**src/rtl/ddr3_rx_bitslip_align.sv**
```systemverilog
// Read-side word aligner for one DDR3 receive lane: slips the IOD until a training pattern locks.
// Optional macro DDR3_RX_ALIGN_OUT_REG_EN adds a second output register stage on the data path.
module ddr3_rx_bitslip_align #(
  parameter int unsigned           DATA_WIDTH    = 4,
  parameter logic [DATA_WIDTH-1:0] TRAIN_PATTERN = 4'b0011,
  parameter int unsigned           SLIP_SETTLE   = 4,
  parameter int unsigned           MATCH_COUNT   = 16,
  parameter int unsigned           MAX_SLIPS     = 8
) (
  input  logic                  FAB_CLK,
  input  logic                  ARST,
  input  logic                  START,
  input  logic [DATA_WIDTH-1:0] RX_DATA_0,
  output logic                  RX_BIT_SLIP_0,
  output logic                  BUSY,
  output logic                  LOCKED,
  output logic                  FAIL,
  output logic [3:0]            SLIP_COUNT,
  output logic [DATA_WIDTH-1:0] RX_DATA_ALIGNED,
  output logic                  RX_VALID
);

  localparam logic [3:0] SettleLast = 4'(SLIP_SETTLE - 1);
  localparam logic [7:0] MatchLast  = 8'(MATCH_COUNT - 1);
  localparam logic [3:0] MaxSlips   = 4'(MAX_SLIPS);

  typedef enum logic [2:0] {StIdle, StFlush, StCheck, StSlip, StLock, StFail} state_e;

  state_e     state_q, state_d;
  logic [3:0] settle_q, settle_d;
  logic [7:0] match_q, match_d;
  logic [3:0] slip_cnt_q, slip_cnt_d;
  logic       pattern_hit;

  always_ff @(posedge FAB_CLK or posedge ARST) begin
    if (ARST) begin
      state_q    <= StIdle;
      settle_q   <= '0;
      match_q    <= '0;
      slip_cnt_q <= '0;
    end else begin
      state_q    <= state_d;
      settle_q   <= settle_d;
      match_q    <= match_d;
      slip_cnt_q <= slip_cnt_d;
    end
  end

  always_comb begin
    state_d     = state_q;
    settle_d    = settle_q;
    match_d     = match_q;
    slip_cnt_d  = slip_cnt_q;
    pattern_hit = (RX_DATA_0 == TRAIN_PATTERN);
    unique case (state_q)
      StIdle, StLock, StFail: begin
        if (START) begin
          state_d    = StFlush;
          settle_d   = '0;
          match_d    = '0;
          slip_cnt_d = '0;
        end
      end
      StFlush: begin
        // Data right after a slip is unreliable; just let the IOD settle.
        settle_d = settle_q + 4'd1;
        if (settle_q == SettleLast) begin
          state_d = StCheck;
        end
      end
      StCheck: begin
        if (pattern_hit) begin
          match_d = match_q + 8'd1;
          if (match_q == MatchLast) begin
            state_d = StLock;
          end
        end else begin
          match_d = '0;
          state_d = (slip_cnt_q == MaxSlips) ? StFail : StSlip;
        end
      end
      StSlip: begin
        settle_d   = '0;
        slip_cnt_d = (slip_cnt_q == 4'hf) ? slip_cnt_q : slip_cnt_q + 4'd1;
        state_d    = StFlush;
      end
      default: state_d = StIdle;
    endcase
  end

  always_comb begin
    RX_BIT_SLIP_0 = (state_q == StSlip);
    BUSY          = (state_q == StFlush) || (state_q == StCheck) || (state_q == StSlip);
    LOCKED        = (state_q == StLock);
    FAIL          = (state_q == StFail);
    SLIP_COUNT    = slip_cnt_q;
  end

  logic [DATA_WIDTH-1:0] data_s1_q;
  logic                  valid_s1_q;

  always_ff @(posedge FAB_CLK or posedge ARST) begin
    if (ARST) begin
      data_s1_q  <= '0;
      valid_s1_q <= 1'b0;
    end else begin
      data_s1_q  <= RX_DATA_0;
      valid_s1_q <= (state_q == StLock);
    end
  end

`ifdef DDR3_RX_ALIGN_OUT_REG_EN
  logic [DATA_WIDTH-1:0] data_s2_q;
  logic                  valid_s2_q;

  always_ff @(posedge FAB_CLK or posedge ARST) begin
    if (ARST) begin
      data_s2_q  <= '0;
      valid_s2_q <= 1'b0;
    end else begin
      data_s2_q  <= data_s1_q;
      valid_s2_q <= valid_s1_q;
    end
  end

  assign RX_DATA_ALIGNED = data_s2_q;
  assign RX_VALID        = valid_s2_q;
`else
  assign RX_DATA_ALIGNED = data_s1_q;
  assign RX_VALID        = valid_s1_q;
`endif

endmodule

```
**config.mk**
```make
export PLATFORM = sky130hd
export DESIGN_NAME = ddr3_rx_bitslip_align
export DESIGN_NICKNAME = d
export VERILOG_FILES = /design/src/rtl/ddr3_rx_bitslip_align.sv
export SDC_FILE = /design/constraint.sdc
export NUM_CORES = 1
export LEC_CHECK = 0
export CAP_MARGIN = 40
export CORE_UTILIZATION = 34
export CTS_BUF_LIST = sky130_fd_sc_hd__clkbuf_2 sky130_fd_sc_hd__clkbuf_4 sky130_fd_sc_hd__clkbuf_8
export CTS_CLUSTER_DIAMETER = 60
export DETAILED_ROUTE_END_ITERATION = 16
export PLACE_DENSITY = 0.64
export SETUP_SLACK_MARGIN = 0.1
export SYNTH_ARGS = -nofsm -noshare
export SYNTH_HDL_FRONTEND = slang
export SYNTH_SLANG_ARGS = --single-unit
```
**constraint.sdc**
```tcl
create_clock -name FAB_CLK -period 2.05 [get_ports FAB_CLK]
set_input_delay 0.3075 -clock FAB_CLK [delete_from_list [all_inputs] [get_ports FAB_CLK]]
set_output_delay 0.3075 -clock FAB_CLK [all_outputs]
set_load 0.03 [all_outputs]
```
==> reports/summary.log, run 1 <==
[clock_network] sink count of the clock tree 24
[sta] Worst Max-Slew Pin Slew 489 ps
[routing] routed wire length per instance 12.8 microns
[worst_setup_path] Reg2Reg Launch Point state_q[2]
[grt] total congestion overflow 0
[logic_synthesis] cell count after synthesis 120
[placed_design] setup slack after placement 139 ps
[worst_setup_path] number of stages on the worst setup path 3
[pwr] clock network power share 19.9%
[sta] worst path setup slack after routing 245 ps
[worst_setup_path] WP data required 1740 ps
[pwr] comb pwr 0.000720 W
[grt] met3 routing resource usage after global routing 4.76%
[placed_design] total of buffers placed on input and output ports 19
[layout] Final Instance Area 1540 sq um
[logic_synthesis] Post-Synthesis Mean Instance Area 10.2 sq um
[routing] detailed-route DRC error count 0
[worst_setup_path] critical path class reg -> out
[layout] Layout Nets 158
[routing] highest routing layer actually used met4
[routing] first-iteration detailed-routing DRC count 28
[sta] Hold Violations, Final 0
[grt] wire length of the first global-routing pass 4.29 mm
[pwr] sw frac 37.2%
[clock_network] clock tree from TritonCTS yes
[run_status] outcome finished clean
[routing] metal1 wirelength 1.22 mm
[floorplanning] number of primary I/O pins 20
[routing] 1st-pass router iterations 3
[run] number of maximum-capacitance violations 0
[routing] total length of routed met3 wires 122 microns
[grt] total routing usage reported by global routing 15.1%
[routing] vias after detailed routing 962
[grt] number of antenna violations at the first check in global routing 0
[layout] Antenna diodes 0
[worst_setup_path] endpoint of the worst-slack reg-to-reg timing path state_q[2]
[sta] worst slew slack as a fraction of its limit 66.9%
[layout] final non-filler cell total 192
[floorplanning] Initial Util 36.0%
[placed_design] post-placement cell count 188
[worst_setup_path] launching element type of the critical path register
[clock_network] hold-fix buffers at CTS 0
[clock_network] CTS H-tree lvls 1
[logic_synthesis] warnings from Yosys 0
[placed_design] Detail Placement HPWL 1.82 mm
[logic_synthesis] library cell occupying the most area in the post-synthesis netlist sky130_fd_sc_hd__dfrtp_1
[grt] GR peak layer met2
[layout] number of fill cells 340
[pwr] worst voltage drop across the vdd grid 0.608 mV
[routing] per-cell via count in the routed design 5.01
[worst_setup_path] crit-path cells nor2b_1, and2_1, dlygate4sd2_1
[floorplanning] full die area 3840 sq um
[logic_synthesis] flop and latch count out of synthesis 24
[sta] Peak Freq 554 MHz
[pwr] total clock network power 0.000342 W
[run] count of warning messages emitted by the tools 28
[grt] GRT met2 Usage 26.3%
[logic_synthesis] distinct cell type count after synthesis 39
[logic_synthesis] Mapped Nets 131
[pwr] top power group combinational cells
## run 1: cells by family after synthesis
kind of cell    after synthesis  synth area share (%)
simple gates                 48                  22.1
compound gates               27                  14.4
flops                        24                  49.2
buf+inv                       9                  3.48
xor+xnor                      5                  3.59
fa+ha+maj                     4                  4.10
mux                           3                  3.07
## run 1: area by class of cell
cell class / count / area (sq um) / area share [%]
flip-flops and latches: 24 / 601 / 39.0
multi-input cells: 87 / 581 / 37.7
repair buffers: 25 / 226 / 14.7
well taps: 46 / 57.6 / 3.74
clock inverters: 1 / 30.0 / 1.95
clock buffers: 3 / 22.5 / 1.46
inverters: 6 / 22.5 / 1.46
## run 1: state kept, by name, summed over array words and instances, names as in the netlist
name and flops:
match_q 8, settle_q 4, state_q 3, RX_DATA_ALIGNED 4, RX_VALID 1, SLIP_COUNT 4
**Run 1: M1 wires**

Bar = 20 microns. Cells faint in the background.
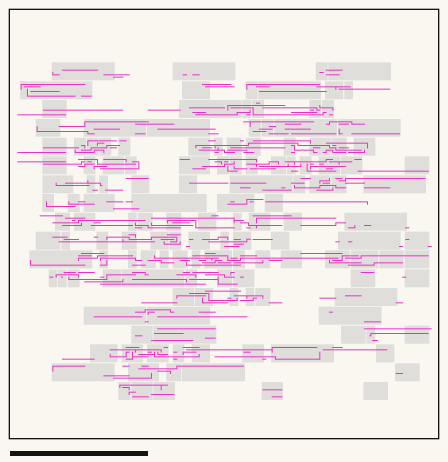
137 nets have wire on it. The layer carries 1220 microns of wire. The wires run mostly horizontal. The longest straight run is 15.2 microns. The layer holds 50% of the routed length.

**Run 1: signal wires on met2**

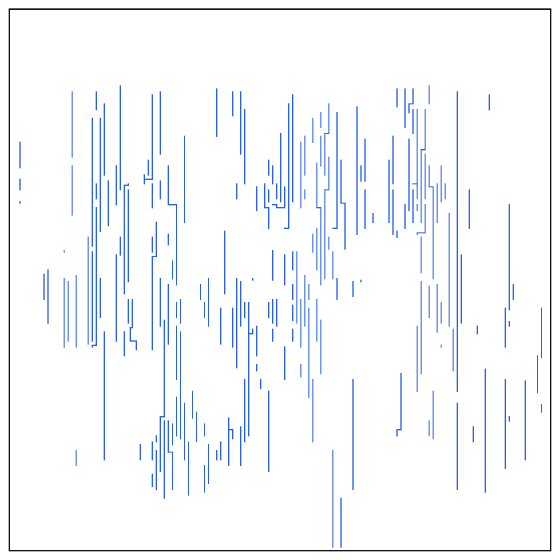
The wires run mostly vertical. The longest straight run is 34.3 microns. 137 nets have wire on it. The layer holds 45% of the routed length. The layer carries 1100 microns of wire.

**Run 1: signal wires on met3**

Bar = 20 microns.
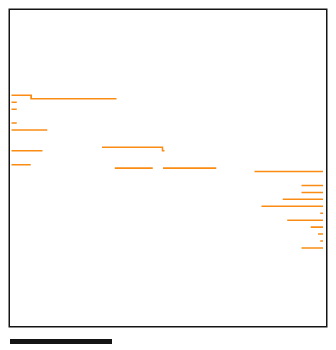
The layer holds 5.0% of the routed length. 19 nets have wire on it.

**Run 1: clock nets**

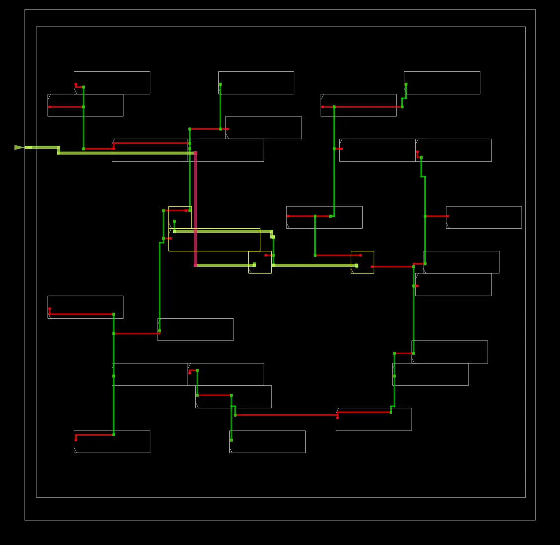

--- run 2 (diff from run 1) ---
REMOVE_ABC_BUFFERS = 1   (was unset)
**Run 2: clock nets**

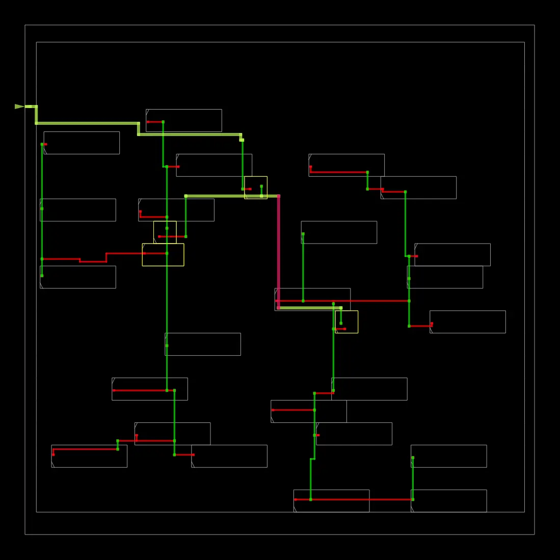
cts bufs inserted: 3
FFs & Latches: 24
clkbuf count: 4
sink count of the clock tree: 24
worst clock skew on the final layout: 2.35 ps

==> reports/summary.log, run 2 <==
[run_status] outcome finished clean
[run] count of warning messages emitted by the tools 27 [-3.6%]
[layout] number of flip-flops under the largest register name 8 [unchanged]
[logic_synthesis] distinct cell type count after synthesis 39 [unchanged]
[layout] fraction of area in registers 39.4% [+0.38 points]
[logic_synthesis] library cell occupying the most area in the post-synthesis netlist sky130_fd_sc_hd__dfrtp_1
[placed_design] Post-DP Area 1500 sq um
[layout] Inverters, non-clock 6 [unchanged]
[pwr] clock network power share 15.4% [-4.5 points]
[routing] detailed-route DRC error count 0 [unchanged]
[logic_synthesis] cells in synth_stat.txt 120
[layout] Antenna diodes 0 [unchanged]
[worst_setup_path] number of stages on the worst setup path 3 [unchanged]
[layout] Multi-In Gates 87 [unchanged]
[layout] footprint of the flip-flops and latches 601 sq um [unchanged]
[worst_setup_path] launching element type of the critical path register
[layout] number of fill cells 340 [unchanged]
[layout] portion of the layout cell area used by clock cells 2.38% [-1.0 points]
[grt] wire length of the first global-routing pass 4.33 mm [+0.98%]
[worst_setup_path] register-to-register setup slack 310 ps
[grt] GRT met2 Usage 27.8% [+1.5 points]
[worst_setup_path] critical path class reg -> out
[pwr] top power group combinational cells
[sta] Peak Freq 544 MHz [-1.9%]
[layout] Layout Nets 159 [+0.63%]
[routing] total length of routed met3 wires 81 microns [-34%]
[sta] Final Max Tran Viols 0
[routing] first-iteration detailed-routing DRC count 29 [+3.6%]
[grt] met3 routing resource usage after global routing 3.93% [-0.83 points]
[worst_setup_path] Reg2Reg Launch Point state_q[1]
[routing] vias after detailed routing 999 [+3.8%]
[floorplanning] Tap Cells 46 [unchanged]
[placed_design] setup slack after placement 160 ps [+21.3 ps]
[floorplanning] placeable core region 3390 sq um
[floorplanning] Initial Util 36.0% [unchanged]
[routing] per-cell via count in the routed design 5.18 [+3.3%]
[logic_synthesis] EDFF count, synth 0
[worst_setup_path] endpoint of the worst-slack reg-to-reg timing path state_q[2]
[routing] metal1 wirelength 1.12 mm [-8.1%]
[pwr] worst voltage drop across the vdd grid 0.597 mV [-1.8%]
[grt] total congestion overflow 0 [unchanged]
[logic_synthesis] cell count after synthesis 120 [unchanged]
[layout] count of plain and timing-repair buffers 26 [+4.0%]
[clock_network] CTS H-tree lvls 1 [unchanged]
[routing] routed wire length per instance 13.4 microns [+4.8%]
[pwr] pwr dens 1080 nW/um^2
[layout] most frequent standard cell in the layout excluding fill and tap cells sky130_fd_sc_hd__dfrtp_1
[clock_network] clock tree from TritonCTS yes
[layout] multi-input logic area 578 sq um [-0.43%]
[grt] met1 global-route usage 18.5%
[layout] multi-input combinational area share 37.9% [+0.21 points]
[placed_design] Detail Placement HPWL 1.96 mm [+7.7%]
[pwr] sw frac 39.5% [+2.3 points]
[layout] Final Instance Area 1530 sq um [-0.98%]
[layout] dominant kind of cell by area registers
[logic_synthesis] flop and latch count out of synthesis 24 [unchanged]
[grt] number of antenna violations at the first check in global routing 0 [unchanged]
[layout] final non-filler cell total 193 [+0.52%]
[routing] final routed wirelength across all metal layers 2.59 mm
[routing] 1st-pass router iterations 4 [+1]
[pwr] total clock network power 0.000252 W [-26%]
[layout] data-path buffer share of cell area in the final layout 15.1% [+0.39 points]
[logic_synthesis] Post-Synthesis Mean Instance Area 10.2 sq um [unchanged]
[routing] highest routing layer actually used met4
[logic_synthesis] warnings from Yosys 0 [unchanged]
[pwr] comb pwr 0.000731 W [+2%]
[sta] Hold Violations, Final 0 [unchanged]
[layout] register bank with the most flops match_q
[floorplanning] number of primary I/O pins 20 [unchanged]
[worst_setup_path] last element of the critical path FAIL
[grt] total routing usage reported by global routing 15.3% [+0.28 points]
[worst_setup_path] number of buffers and inverters on the critical path 1
[grt] GR peak layer met2
[sta] worst slew slack as a fraction of its limit 71.0% [+4.1 points]
[placed_design] post-placement cell count 189 [+0.53%]
[sta] Worst Max-Slew Pin Slew 429 ps [-60.1 ps]
[run] number of maximum-capacitance violations 0 [unchanged]
[placed_design] total of buffers placed on input and output ports 19 [unchanged]
[floorplanning] full die area 3840 sq um [unchanged]
[clock_network] hold-fix buffers at CTS 0 [unchanged]
[sta] worst path setup slack after routing 211 ps [-34.1 ps]
## run 2: cell counts after synthesis
Identical to the previous run, type by type.
## run 2: worst register-to-register path, cell delays in order (launching register included)
cell,delay (ps)
sky130_fd_sc_hd__dfrtp_1,510
sky130_fd_sc_hd__or3b_1,410
sky130_fd_sc_hd__a211o_1,280
sky130_fd_sc_hd__and3_4,170
sky130_fd_sc_hd__mux2_4,280
## run 2: cells by family (layout without fill, tap and decap cells)
family,Yosys count,count (layout),synth area share (%)
and+or+nand+nor,48,48,22.1
AOI/OAI and AO/OA,27,27,14.4
adders and majority gates,4,4,4.10
DFF,24,24,49.2
buffers and inverters,9,36,3.48
muxes,3,3,3.07
xor gates and xnor gates,5,5,3.59
Power figures rest on the tool's default switching activity, not on a simulated workload.
